Run 1, placement by cell class:
Scale bar: 50 um.
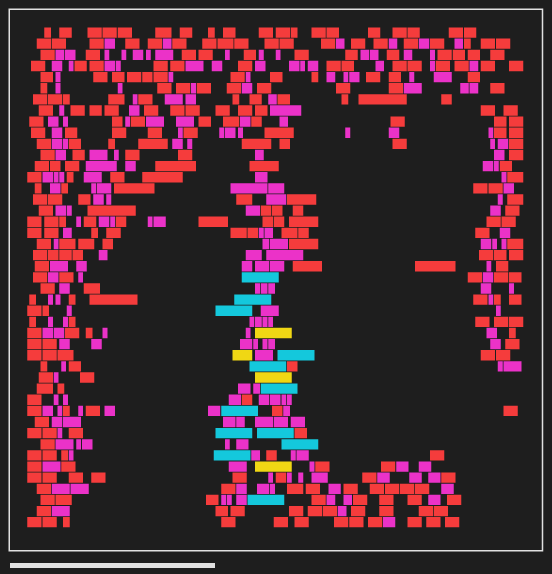
Run 1, clock network drawn from the DEF:
Scale bar: 50 um.
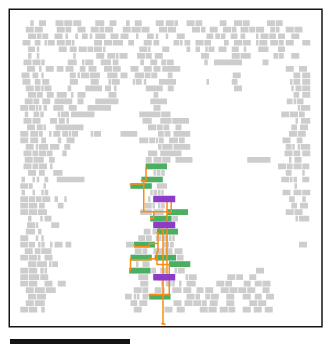
Run 1, supply network:
Pins as bars on the die edge. Tap cells in grey.
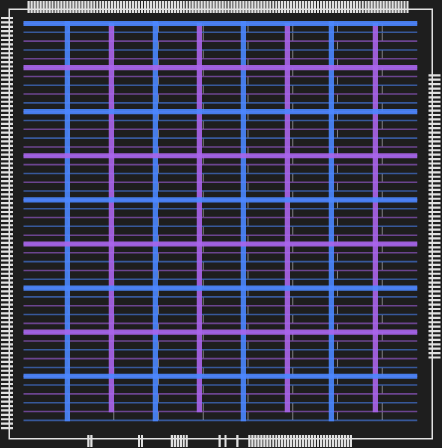
Run 1, clock routing:
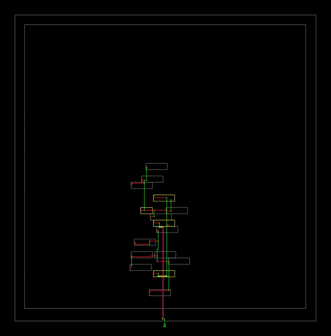
File: config.mk
export PLATFORM = sky130hd
export DESIGN_NAME = tcm_dport_arbiter
export DESIGN_NICKNAME = d
export VERILOG_FILES = /design/src/rtl/tcm_dport_arbiter_pkg.sv /design/src/rtl/tcm_dport_arbiter_src_fifo.sv /design/src/rtl/tcm_dport_arbiter.sv
export SDC_FILE = /design/constraint.sdc
export NUM_CORES = 1
export LEC_CHECK = 0
export CAP_MARGIN = 30
export CORE_AREA = 4 4 126 128
export CTS_CLUSTER_DIAMETER = 100
export DETAILED_ROUTE_END_ITERATION = 8
export DIE_AREA = 0 0 130 132
export PLACE_DENSITY = 0.57
export SLEW_MARGIN = 20
export SYNTH_ARGS = -nofsm -noshare
export SYNTH_HDL_FRONTEND = slang
export SYNTH_SLANG_ARGS = --single-unit
File: constraint.sdc
create_clock -name clk_i -period 5.1 [get_ports clk_i]
set_input_delay 1.53 -clock clk_i [delete_from_list [all_inputs] [get_ports clk_i]]
set_output_delay 1.53 -clock clk_i [all_outputs]
set_load 0.01 [all_outputs]
File: src/rtl/tcm_dport_arbiter_pkg.sv
// -----------------------------------------------------------------------------
// tcm_dport_arbiter_pkg
// Shared definitions for the TCM data-port arbiter and its source FIFO.
//   owner_e        : which requester currently holds / is granted the port
//   SRC_CPU/SRC_SPI: value stored in the source FIFO for each accepted request
//   TAG_W_DEFAULT  : default CPU tag width
//   ptr_width()    : pointer width for a FIFO of a given depth (at least 1 bit)
// -----------------------------------------------------------------------------
package tcm_dport_arbiter_pkg;

  typedef enum logic [1:0] {
    OWN_NONE = 2'd0,
    OWN_CPU  = 2'd1,
    OWN_SPI  = 2'd2
  } owner_e;

  localparam logic SRC_CPU = 1'b0;
  localparam logic SRC_SPI = 1'b1;

  localparam int TAG_W_DEFAULT = 11;

  // A depth-1 FIFO still needs a 1-bit pointer so the vectors stay legal.
  function automatic int ptr_width(input int depth);
    return (depth > 1) ? $clog2(depth) : 1;
  endfunction

endpackage

File: src/rtl/tcm_dport_arbiter_src_fifo.sv
// -----------------------------------------------------------------------------
// tcm_src_fifo
// 1-bit wide, in-order FIFO remembering which requester issued each accepted
// TCM request, so responses can be routed back in order.
// Ports:
//   clk_i, rstn_i   : clock, asynchronous active-low reset
//   push_i          : store push_src_i (ignored when full)
//   push_src_i      : source bit to store
//   pop_i           : drop the head entry (ignored when empty)
//   head_o          : source bit of the oldest entry (valid when !empty_o)
//   count_o         : number of stored entries
//   full_o, empty_o : occupancy flags
// -----------------------------------------------------------------------------
module tcm_src_fifo
  import tcm_dport_arbiter_pkg::*;
#(
  parameter int DEPTH = 2
) (
  input  logic                       clk_i,
  input  logic                       rstn_i,
  input  logic                       push_i,
  input  logic                       push_src_i,
  input  logic                       pop_i,
  output logic                       head_o,
  output logic [$clog2(DEPTH+1)-1:0] count_o,
  output logic                       full_o,
  output logic                       empty_o
);

  localparam int PTR_W = ptr_width(DEPTH);
  localparam int CNT_W = $clog2(DEPTH + 1);

  logic [DEPTH-1:0] r_mem;
  logic [PTR_W-1:0] r_wr_ptr;
  logic [PTR_W-1:0] r_rd_ptr;
  logic [CNT_W-1:0] r_count;

  logic             w_push;
  logic             w_pop;
  logic [PTR_W-1:0] w_wr_ptr_inc;
  logic [PTR_W-1:0] w_rd_ptr_inc;

  assign full_o  = (r_count == CNT_W'(DEPTH));
  assign empty_o = (r_count == '0);
  assign count_o = r_count;
  assign head_o  = r_mem[r_rd_ptr];

  assign w_push = push_i & ~full_o;
  assign w_pop  = pop_i & ~empty_o;

  // Explicit wrap keeps the pointers correct for DEPTH == 1 as well.
  assign w_wr_ptr_inc = (r_wr_ptr == PTR_W'(DEPTH - 1)) ? '0 : r_wr_ptr + PTR_W'(1);
  assign w_rd_ptr_inc = (r_rd_ptr == PTR_W'(DEPTH - 1)) ? '0 : r_rd_ptr + PTR_W'(1);

  always_ff @(posedge clk_i or negedge rstn_i) begin
    if (!rstn_i) begin
      r_mem    <= '0;
      r_wr_ptr <= '0;
      r_rd_ptr <= '0;
      r_count  <= '0;
    end else begin
      if (w_push) begin
        r_mem[r_wr_ptr] <= push_src_i;
        r_wr_ptr        <= w_wr_ptr_inc;
      end
      if (w_pop) begin
        r_rd_ptr <= w_rd_ptr_inc;
      end
      case ({w_push, w_pop})
        2'b10:   r_count <= r_count + CNT_W'(1);
        2'b01:   r_count <= r_count - CNT_W'(1);
        default: r_count <= r_count;
      endcase
    end
  end

endmodule

File: src/rtl/tcm_dport_arbiter.sv
// -----------------------------------------------------------------------------
// tcm_dport_arbiter
// Shares the single TCM data port between the CPU data interface and the SPI
// debug/loader master. SPI has priority, but after SPI_BURST_MAX consecutive
// SPI accepts with a CPU request waiting, the CPU is granted once. A grant is
// held until accepted, and responses are routed back to their originator via
// an in-order source FIFO (zero-latency routing).
// Ports:
//   clk_i, rstn_i       : clock, asynchronous active-low reset
//   cpu_*_i / cpu_*_o   : CPU request (addr, wdata, rd, byte strobes,
//                         side-band, tag) and accept/ack/error/resp tag
//   spi_*_i / spi_*_o   : SPI request (addr, wdata, rd, strobes), accept/ack
//   data_rd_o           : TCM read data, broadcast to both requesters
//   mem_*_o / mem_*_i   : TCM request port and response
//   busy_o              : at least one request outstanding
//   protocol_err_o      : sticky, TCM acked with nothing outstanding
// -----------------------------------------------------------------------------
module tcm_dport_arbiter
  import tcm_dport_arbiter_pkg::*;
#(
  parameter int OUTSTANDING   = 2,
  parameter int SPI_BURST_MAX = 4,
  parameter int TAG_W         = TAG_W_DEFAULT
) (
  input  logic             clk_i,
  input  logic             rstn_i,
  // CPU request side
  input  logic [31:0]      cpu_addr_i,
  input  logic [31:0]      cpu_data_wr_i,
  input  logic             cpu_rd_i,
  input  logic [3:0]       cpu_wr_i,
  input  logic             cpu_cacheable_i,
  input  logic             cpu_invalidate_i,
  input  logic             cpu_writeback_i,
  input  logic             cpu_flush_i,
  input  logic [TAG_W-1:0] cpu_req_tag_i,
  output logic             cpu_accept_o,
  output logic             cpu_ack_o,
  output logic             cpu_error_o,
  output logic [TAG_W-1:0] cpu_resp_tag_o,
  // SPI request side
  input  logic [31:0]      spi_addr_i,
  input  logic [31:0]      spi_data_wr_i,
  input  logic             spi_rd_i,
  input  logic [3:0]       spi_wr_i,
  output logic             spi_accept_o,
  output logic             spi_ack_o,
  // Shared read data
  output logic [31:0]      data_rd_o,
  // TCM port
  output logic [31:0]      mem_addr_o,
  output logic [31:0]      mem_data_wr_o,
  output logic             mem_rd_o,
  output logic [3:0]       mem_wr_o,
  output logic             mem_cacheable_o,
  output logic             mem_invalidate_o,
  output logic             mem_writeback_o,
  output logic             mem_flush_o,
  output logic [TAG_W-1:0] mem_req_tag_o,
  input  logic             mem_accept_i,
  input  logic             mem_ack_i,
  input  logic             mem_error_i,
  input  logic [31:0]      mem_data_rd_i,
  input  logic [TAG_W-1:0] mem_resp_tag_i,
  // Status
  output logic             busy_o,
  output logic             protocol_err_o
);

  localparam int CNT_W    = $clog2(OUTSTANDING + 1);
  localparam int STREAK_W = $clog2(SPI_BURST_MAX + 1);
  localparam logic [STREAK_W-1:0] STREAK_MAX = STREAK_W'(SPI_BURST_MAX);

  owner_e              r_hold;
  owner_e              w_hold_next;
  logic [STREAK_W-1:0] r_streak;
  logic [STREAK_W-1:0] w_streak_next;
  logic                r_proto_err;

  owner_e              w_grant;
  logic                w_cpu_req;
  logic                w_spi_req;
  logic                w_push;
  logic                w_push_src;
  logic                w_fifo_head;
  logic [CNT_W-1:0]    w_fifo_count;
  logic                w_fifo_full;
  logic                w_fifo_empty;
  logic                w_ack_valid;

  assign w_cpu_req = cpu_rd_i | (|cpu_wr_i) | cpu_invalidate_i | cpu_writeback_i | cpu_flush_i;
  assign w_spi_req = spi_rd_i | (|spi_wr_i);

  // ---------------------------------------------------------------------------
  // Grant selection. A full FIFO blocks every grant, even in a cycle where an
  // ack frees an entry; this keeps the accept path independent of mem_ack_i.
  // ---------------------------------------------------------------------------
  always_comb begin
    w_grant = OWN_NONE;
    if (w_fifo_full) begin
      w_grant = OWN_NONE;
    end else if ((r_hold == OWN_CPU) && w_cpu_req) begin
      w_grant = OWN_CPU;
    end else if ((r_hold == OWN_SPI) && w_spi_req) begin
      w_grant = OWN_SPI;
    end else if (w_cpu_req && w_spi_req) begin
      w_grant = (r_streak == STREAK_MAX) ? OWN_CPU : OWN_SPI;
    end else if (w_cpu_req) begin
      w_grant = OWN_CPU;
    end else if (w_spi_req) begin
      w_grant = OWN_SPI;
    end
  end

  assign cpu_accept_o = (w_grant == OWN_CPU) & mem_accept_i;
  assign spi_accept_o = (w_grant == OWN_SPI) & mem_accept_i;

  // ---------------------------------------------------------------------------
  // Next-state logic for the hold owner and the SPI streak counter.
  // ---------------------------------------------------------------------------
  always_comb begin
    w_hold_next   = OWN_NONE;
    w_streak_next = r_streak;

    if (w_grant != OWN_NONE) begin
      w_hold_next = mem_accept_i ? OWN_NONE : w_grant;
    end else if (w_fifo_full) begin
      // Nothing could be granted this cycle; keep any owner that is waiting.
      w_hold_next = r_hold;
    end
    // An owner that dropped its request falls out of the first branch because
    // it is no longer granted, which releases the hold silently.

    if (!w_cpu_req || cpu_accept_o) begin
      w_streak_next = '0;
    end else if (spi_accept_o && (r_streak < STREAK_MAX)) begin
      w_streak_next = r_streak + STREAK_W'(1);
    end
  end

  always_ff @(posedge clk_i or negedge rstn_i) begin
    if (!rstn_i) begin
      r_hold      <= OWN_NONE;
      r_streak    <= '0;
      r_proto_err <= 1'b0;
    end else begin
      r_hold      <= w_hold_next;
      r_streak    <= w_streak_next;
      r_proto_err <= r_proto_err | (mem_ack_i & w_fifo_empty);
    end
  end

  // ---------------------------------------------------------------------------
  // TCM request mux. SPI carries no side-band or tag.
  // ---------------------------------------------------------------------------
  always_comb begin
    mem_addr_o       = '0;
    mem_data_wr_o    = '0;
    mem_rd_o         = 1'b0;
    mem_wr_o         = '0;
    mem_cacheable_o  = 1'b0;
    mem_invalidate_o = 1'b0;
    mem_writeback_o  = 1'b0;
    mem_flush_o      = 1'b0;
    mem_req_tag_o    = '0;
    case (w_grant)
      OWN_CPU: begin
        mem_addr_o       = cpu_addr_i;
        mem_data_wr_o    = cpu_data_wr_i;
        mem_rd_o         = cpu_rd_i;
        mem_wr_o         = cpu_wr_i;
        mem_cacheable_o  = cpu_cacheable_i;
        mem_invalidate_o = cpu_invalidate_i;
        mem_writeback_o  = cpu_writeback_i;
        mem_flush_o      = cpu_flush_i;
        mem_req_tag_o    = cpu_req_tag_i;
      end
      OWN_SPI: begin
        mem_addr_o    = spi_addr_i;
        mem_data_wr_o = spi_data_wr_i;
        mem_rd_o      = spi_rd_i;
        mem_wr_o      = spi_wr_i;
      end
      default: ;
    endcase
  end

  // ---------------------------------------------------------------------------
  // Source FIFO and response routing.
  // ---------------------------------------------------------------------------
  assign w_push     = cpu_accept_o | spi_accept_o;
  assign w_push_src = spi_accept_o ? SRC_SPI : SRC_CPU;

  tcm_src_fifo #(
    .DEPTH (OUTSTANDING)
  ) u_src_fifo (
    .clk_i      (clk_i),
    .rstn_i     (rstn_i),
    .push_i     (w_push),
    .push_src_i (w_push_src),
    .pop_i      (mem_ack_i),
    .head_o     (w_fifo_head),
    .count_o    (w_fifo_count),
    .full_o     (w_fifo_full),
    .empty_o    (w_fifo_empty)
  );

  // An ack with nothing outstanding is routed nowhere.
  assign w_ack_valid    = mem_ack_i & ~w_fifo_empty;
  assign cpu_ack_o      = w_ack_valid & (w_fifo_head == SRC_CPU);
  assign spi_ack_o      = w_ack_valid & (w_fifo_head == SRC_SPI);
  assign cpu_error_o    = cpu_ack_o & mem_error_i;
  assign cpu_resp_tag_o = cpu_ack_o ? mem_resp_tag_i : '0;
  assign data_rd_o      = mem_data_rd_i;

  assign busy_o         = (w_fifo_count != '0);
  assign protocol_err_o = r_proto_err;

endmodule

==> impl_metrics.env, run 1 <==
# flow metrics
export IMPL_drt_met1_wl_um=4437
export IMPL_r2r_end="u_src_fifo.count_o[1]"
export IMPL_htreeDepth=1
export IMPL_crit_buf_inv=4
export IMPL_fin_ws_ns=0.07262
export IMPL_fin_cells=742
export IMPL_edf_count=0
export IMPL_ys_seq_share_pct=14.55
export IMPL_wl_met3_um=1220
export IMPL_cpPeakStageDelay_ns=0.31
export IMPL_finalWeightedCongestion=0.8415
export IMPL_path_class="input pin to output pin"
export IMPL_critPathArrivalTime_ns=3.50
export IMPL_swShare_pct=46.61
export IMPL_num_multi_input_gates=221
export IMPL_ys_sh_simple_pct=29.29
export IMPL_routedWlPerCell_um=16.82
export IMPL_synth_flops=12
export IMPL_crit_fanout=12
export IMPL_hp_start="protocol_err_o"
export IMPL_r2r_setup_slack_ns=2.41
export IMPL_synthXorXnorAreaFrac_pct=2.547
export IMPL_final_nonclk_buf_share_pct=58.75
export IMPL_crit_slowest_cell="bufbuf_16"
export IMPL_dieArea_sq_um=17160
export IMPL_worst_setup_path_end_kind="output pin"
export IMPL_timing_final_crit_share_pct=98.58
export IMPL_pre_cts_slack_ns=-0.6502
export IMPL_dr_wl_met2_um=6625
export IMPL_top_cells_by_area="a22oi_1 25%, dfrtp_1 15%, buf_4 14%"
export IMPL_postCtsSetupRepairBufs=10
export IMPL_met2_usage_pct=25.24
export IMPL_status="finished clean"
export IMPL_hold_worst_slack_ns=0.4605
-- 'placement by cell class' (at the start) --
| class | colour | cells | share of their area |
|---|---|---|---|
| clock drivers and dummy loads | yellow | 4 | 1.8% |
| sequential cells | cyan | 12 | 5.9% |
| remaining buffers and delay cells | red | 311 | 61% |
| combinational and other logic | magenta | 227 | 31% |

-- 'clock network drawn from the DEF' (at the start) --
[clock wires] orange | length: 214 um
[clock drivers] purple | count: 3
[flip-flops] green | count: 12
routed clock nets: 4

-- 'supply network' (at the start) --
| net | colour |
|---|---|
| VDD | purple |
| VSS | blue |
tap cells: 188
met5 straps: 9
met1 rails: 46
met4 straps: 8

-- 'clock routing' (at the start) --
clk_skew: 0.002710 ns
Worst-Skew Late Latency: 0.24 ns

==> inputs of run 2 (changes only) <==
--- a/config.mk
+++ b/config.mk
@@ -11,7 +11,10 @@
 export DETAILED_ROUTE_END_ITERATION = 8
 export DIE_AREA = 0 0 130 132
 export PLACE_DENSITY = 0.57
+export RECOVER_POWER = 25
+export SETUP_SLACK_MARGIN = 0.4
 export SLEW_MARGIN = 20
 export SYNTH_ARGS = -nofsm -noshare
 export SYNTH_HDL_FRONTEND = slang
 export SYNTH_SLANG_ARGS = --single-unit
+export TNS_END_PERCENT = 50
Run 2, clock network drawn from the DEF:
Scale bar: 50 um.
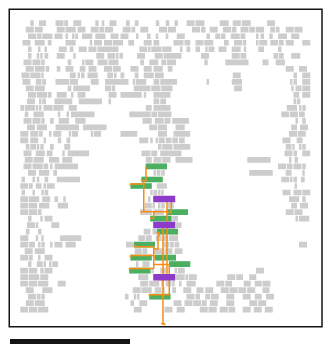
[clock wires] orange | length: 222 um
[clock drivers] purple | count: 3
[flip-flops] green | count: 12
routed clock nets: 4

==> run 2 against run 1 <==
Utilization is 1.4 points higher. Worst hold slack worse by 0.0069 ns. Combinational power is 9.2% higher. First-iteration DRC count is 2.4% lower. Total power is 8.4% higher. Largest cell class unchanged. Largest power group unchanged.
==> impl_metrics.env, run 2 <==
# flow metrics
export IMPL_dr_wl_met2_um=7360
export IMPL_wl_met3_um=1189
export IMPL_synthXorXnorAreaFrac_pct=2.547
export IMPL_finalClockSkew_ns=0.005647
export IMPL_num_multi_input_gates=221
export IMPL_pre_cts_slack_ns=-0.6502
export IMPL_final_nonclk_buf_share_pct=57.28
export IMPL_critPathArrivalTime_ns=3.38
export IMPL_status="finished clean"
export IMPL_r2r_end="u_src_fifo.count_o[1]"
export IMPL_edf_count=0
export IMPL_swShare_pct=47.08
export IMPL_dieArea_sq_um=17160
export IMPL_postCtsSetupRepairBufs=13
export IMPL_hp_start="protocol_err_o"
export IMPL_worst_setup_path_end_kind="output pin"
export IMPL_drt_met1_wl_um=4813
export IMPL_fin_ws_ns=0.1856
export IMPL_r2r_setup_slack_ns=2.20
export IMPL_synth_flops=12
export IMPL_crit_fanout=7
export IMPL_routedWlPerCell_um=17.91
export IMPL_fin_cells=756
export IMPL_ys_seq_share_pct=14.55
export IMPL_timing_final_crit_share_pct=96.36
==> inputs of run 3 (changes only) <==
--- a/config.mk
+++ b/config.mk
@@ -10,6 +10,7 @@
 export CTS_CLUSTER_DIAMETER = 100
 export DETAILED_ROUTE_END_ITERATION = 8
 export DIE_AREA = 0 0 130 132
+export HOLD_SLACK_MARGIN = 0.12
 export PLACE_DENSITY = 0.57
 export RECOVER_POWER = 25
 export SETUP_SLACK_MARGIN = 0.4
Run 3, clock network drawn from the DEF:
Scale bar: 50 um.
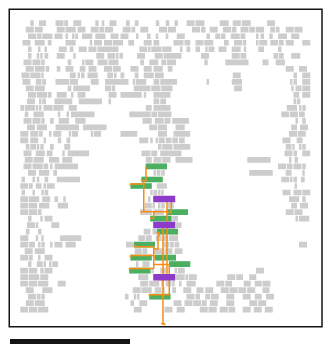
clk_skew: 0.005647 ns
Clk. pwr: 163 uW

==> run 3 against run 2 <==
Maximum frequency did not move. Design area did not move. Clock-buffer cell count did not move. Register-to-register slack barely moved. Die area did not move. Synthesized area did not move. Utilization did not move. Critical endpoint unchanged. Largest cell class unchanged. Highest routed layer unchanged.
==> impl_metrics.env, run 3 <==
# flow metrics
export IMPL_drive_gt1_share_pct=40.49
export IMPL_status="finished clean"
export IMPL_worstMarginPinSlew_ns=0.5760
export IMPL_fa_ha_area_share_pct=3.639
export IMPL_r2r_setup_slack_ns=2.20
export IMPL_drt_met1_wl_um=4813
export IMPL_timing_final_crit_share_pct=96.36
export IMPL_synthDominantCellAreaShare_pct=25.11
export IMPL_largest_reg_flops=3
export IMPL_fin_ws_ns=0.1856
export IMPL_critPathArrivalTime_ns=3.38
export IMPL_rsz0062_at_grt="true"
export IMPL_die_h_um=132
export IMPL_ys_sh_aoi_pct=29.65
export IMPL_postCtsSetupRepairBufs=13
export IMPL_crit_fanout=7
export IMPL_worst_setup_path_end_kind="output pin"
export IMPL_synth_flops=12
export IMPL_layout_area_comb_sq_um=1704
export IMPL_tritoncts="built"
export IMPL_min_period_ns=4.914
export IMPL_fin_cells=756
export IMPL_ys_seq_share_pct=14.55
export IMPL_synthXorXnorAreaFrac_pct=2.547
export IMPL_dp_cells=719
export IMPL_dr_wl_met2_um=7360
export IMPL_wl_met3_um=1189
export IMPL_final_nonclk_buf_share_pct=57.28
export IMPL_final_max_slew_viol_count=0
export IMPL_die_x_um=130
export IMPL_area_growth_synth_to_final_pct=167.0
export IMPL_inverters_excl_clock=6
export IMPL_max_cap_violations=0
export IMPL_cts_hold_fix_buffers=0
export IMPL_clockNetworkAreaShare_pct=1.613
export IMPL_swShare_pct=47.08
export IMPL_hp_start="protocol_err_o"
export IMPL_powerDensity_nw_per_um2=773.7
export IMPL_setup_viol=0
export IMPL_dieArea_sq_um=17160
export IMPL_r2r_end="u_src_fifo.count_o[1]"
export IMPL_pre_cts_slack_ns=-0.6502
export IMPL_power_share_clock_pct=3.8
export IMPL_edf_count=0
export IMPL_path_class="input pin to output pin"
export IMPL_largestClassByArea="non-clock buffers"
export IMPL_routedWlPerCell_um=17.91
export IMPL_num_multi_input_gates=221
export IMPL_clk_pin_slew_ns=0.05
Power figures rest on the tool's default switching activity, not on a simulated workload.
